Design csi_rx_lane_ctrl, sky130hd; sources not shown.
Fig. 1: signal wires on met3
Scale: 6 px per µm. Cells faint in the background.
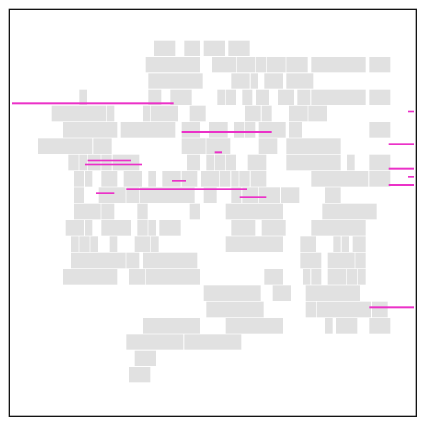
14 nets have wire on it. The layer carries 108 µm of wire. The layer holds 4.2% of the routed length. The longest straight run is 26.7 µm. The wires run mostly horizontal.
via count: 1029
met3 GRT Util: 3.49%

Fig. 2: the clock network
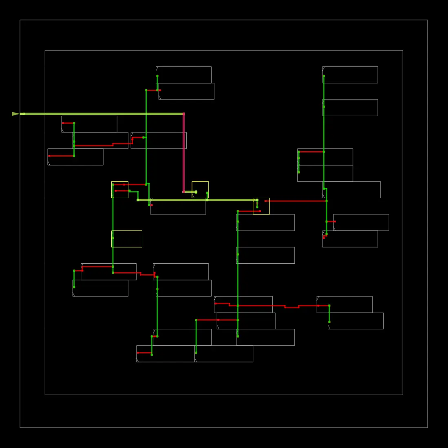
flip-flops: 28
TritonCTS Buffers: 3
Worst-Skew Late Latency: 0.32 ns
# clock sinks: 28

Fig. 3: signal metal coverage by tile
Scale: 4 px per µm. 14 x 14 tiles, from dark purple (low) to yellow (high), scaled to the fullest tile. Values are wire area over tile area, all layers added.
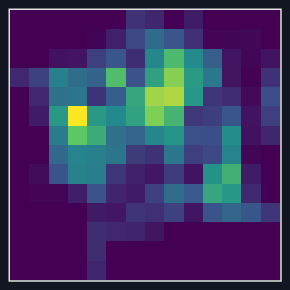
The emptiest ninth of the die: south-west. 40% of the tiles are nearly empty. The fullest tile reaches 0.49. The mean over all tiles is 0.087. 11% of the tiles are over half the peak.
DR WL/cell: 13.3 µm
gr usage total: 12.8%

Fig. 4: placement by cell class
Scale: 8 px per µm.
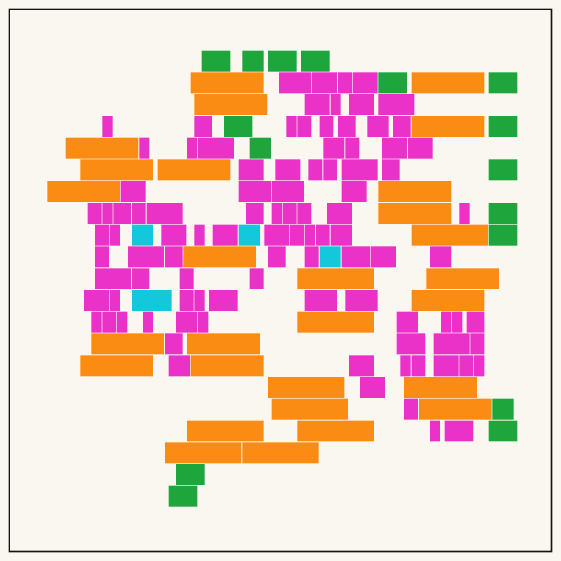
Key: cyan = clock drivers and dummy loads [cells 4, share of their area 2.3%]; green = remaining buffers and delay cells [cells 16, share of their area 9.7%]; orange = registers [cells 28, share of their area 45%]; magenta = remaining logic cells [cells 98, share of their area 43%]
Seq area share: 43.7%
Final Core Density: 48.0%

==> flow_metrics.env <==
# source this file to load flow results
export IMPL_status="complete, no violations"
export IMPL_netlist_instances=131
export IMPL_ys_warn_count=0
export IMPL_powerDensity_nw_per_um2=789
export IMPL_die_area_um2=4570
export IMPL_finalSetupViolations=0
export IMPL_dpl_cell_count=188
export IMPL_coreArea_um2=3390
export IMPL_layout_cells_most_common_list="dfrtp_1 (19), clkdlybuf4s50_1 (13), nor2_1 (11)"
export IMPL_die_h_um=67.6
export IMPL_post_place_ws_ns=0.227
export IMPL_logic_area_um2=666
export IMPL_switchingPower_mw=0.409
export IMPL_drt_vias_per_instance=5.36
export IMPL_cp_top_family="buffers and inverters"
export IMPL_cts_root_buf="clkbuf_4"
export IMPL_slowest_delay_ns=0.63
export IMPL_finalWirelength_um=2550
export IMPL_warning_count=26
export IMPL_die_width_um=67.6
export IMPL_finalNetCount=155
export IMPL_start_kind="flop"
export IMPL_worstSetupEndpointType="output port"
export IMPL_top_cells_by_area="dfrtp_1 (35%), dfstp_2 (15%), nor2_1 (2.9%)"
export IMPL_ys_cells=131
export IMPL_reg2reg_depth=5
export IMPL_area_growth_pct=14.6
export IMPL_fp_util_pct=41.9
export IMPL_postCtsResizedCells=1
export IMPL_yosys_area_share_aoi_pct=13.5
export IMPL_flop_cell="dfrtp_1"
export IMPL_total_power_mw=1.29
export IMPL_synth_top_area_share_pct=35.2
export IMPL_antenna_left=0
export IMPL_drive_gt1_share_pct=18.5
export IMPL_holdBufCountCts=0
export IMPL_drv_cap=0
export IMPL_path_max_fanout=10
export IMPL_tritoncts="yes"
export IMPL_edf_count=0
export IMPL_crit_buf_inv=1
export IMPL_async_reset_ff_share_pct=100
export IMPL_ff_latch_area_um2=712
export IMPL_ys_flops=28
export IMPL_synthAdderAreaFrac_pct=1.76
export IMPL_largest_register_ffs=8
export IMPL_drc=0
export IMPL_tightest_slew_ns=0.428
export IMPL_rsz0062_at_grt="no"
export IMPL_avgSynthCellArea_um2=10.8
export IMPL_antenna_found_initial=0
export IMPL_grt_max_degree=29
export IMPL_fin_setup_tns_ns=0
export IMPL_synth_area_um2=1420
export IMPL_cp_required_ns=1.54
export IMPL_dpl_hpwl_um=1930
export IMPL_min_period_ns=2.08
export IMPL_ys_seq_share_pct=50.0
export IMPL_finalCritPeriodShare_pct=94.7
export IMPL_grt_pass1_vias=1033
export IMPL_clk_pin_slew_ns=0.14
export IMPL_port_buffers=13
export IMPL_max_freq_mhz=480
-- metal layers --
| metal | track usage [%] | up-vias | part of all wire (%) |
|---|---|---|---|
| met4 | 2.03 | 0 | 0.47 |
| met3 | 3.49 | 2 | 4.2 |
| li1 | - | 509 | - |
| met1 | 15.5 | 494 | 44 |
| met5 | 0 | - | 0 |
| met2 | 22.8 | 24 | 52 |
-- power by group through the flow --
stage	Sequential (mW)	Combinational (mW)	Clock [mW]
after global routing	0.661	0.438	0.270
after floorplan	0.644	0.312	0
after global placement	0.658	0.386	0
after detailed placement	0.661	0.395	0
final	0.651	0.394	0.241
after CTS	0.651	0.396	0.251
-- synth_stat cells (all sizes together) (4+ instances only) --
cell type and count:
buf 5, nand3 7, dfstp 8, and2 4
nor3 5, dfrtp 20, nand2 10, nor3b 4
a21oi 7, o21ai 5, xnor2 4, a211oi 4
nor2 11, xor2 4
-- area by class of cell --
type	count	share of cell area, %
inverter	1	0.231
timing repair buffer	16	9.38
tap	46	3.54
multi-input combinational	97	40.9
clock buffer	4	2.23
sequential	28	43.7
-- stage by stage --
stage	cell area, µm²	hold slack [ns]
5_1_grt	1630	0.375
6_report	1630	0.366
2_1_floorplan	1420	0.345
4_1_cts	1630	0.367
3_3_place_gp	1590	0.347
3_5_place_dp	1590	0.347
-- cells by family after synthesis --
| family | count (synthesis) |
|---|---|
| AND/OR/NAND/NOR | 55 |
| adder cells (fa/ha/maj) | 2 |
| buffers and inverters | 6 |
| multiplexers | 5 |
| flip-flops | 28 |
| AND-OR/OR-AND | 27 |
| XOR/XNOR | 8 |
No activity file was given, so power comes from the tool's default toggle rates.
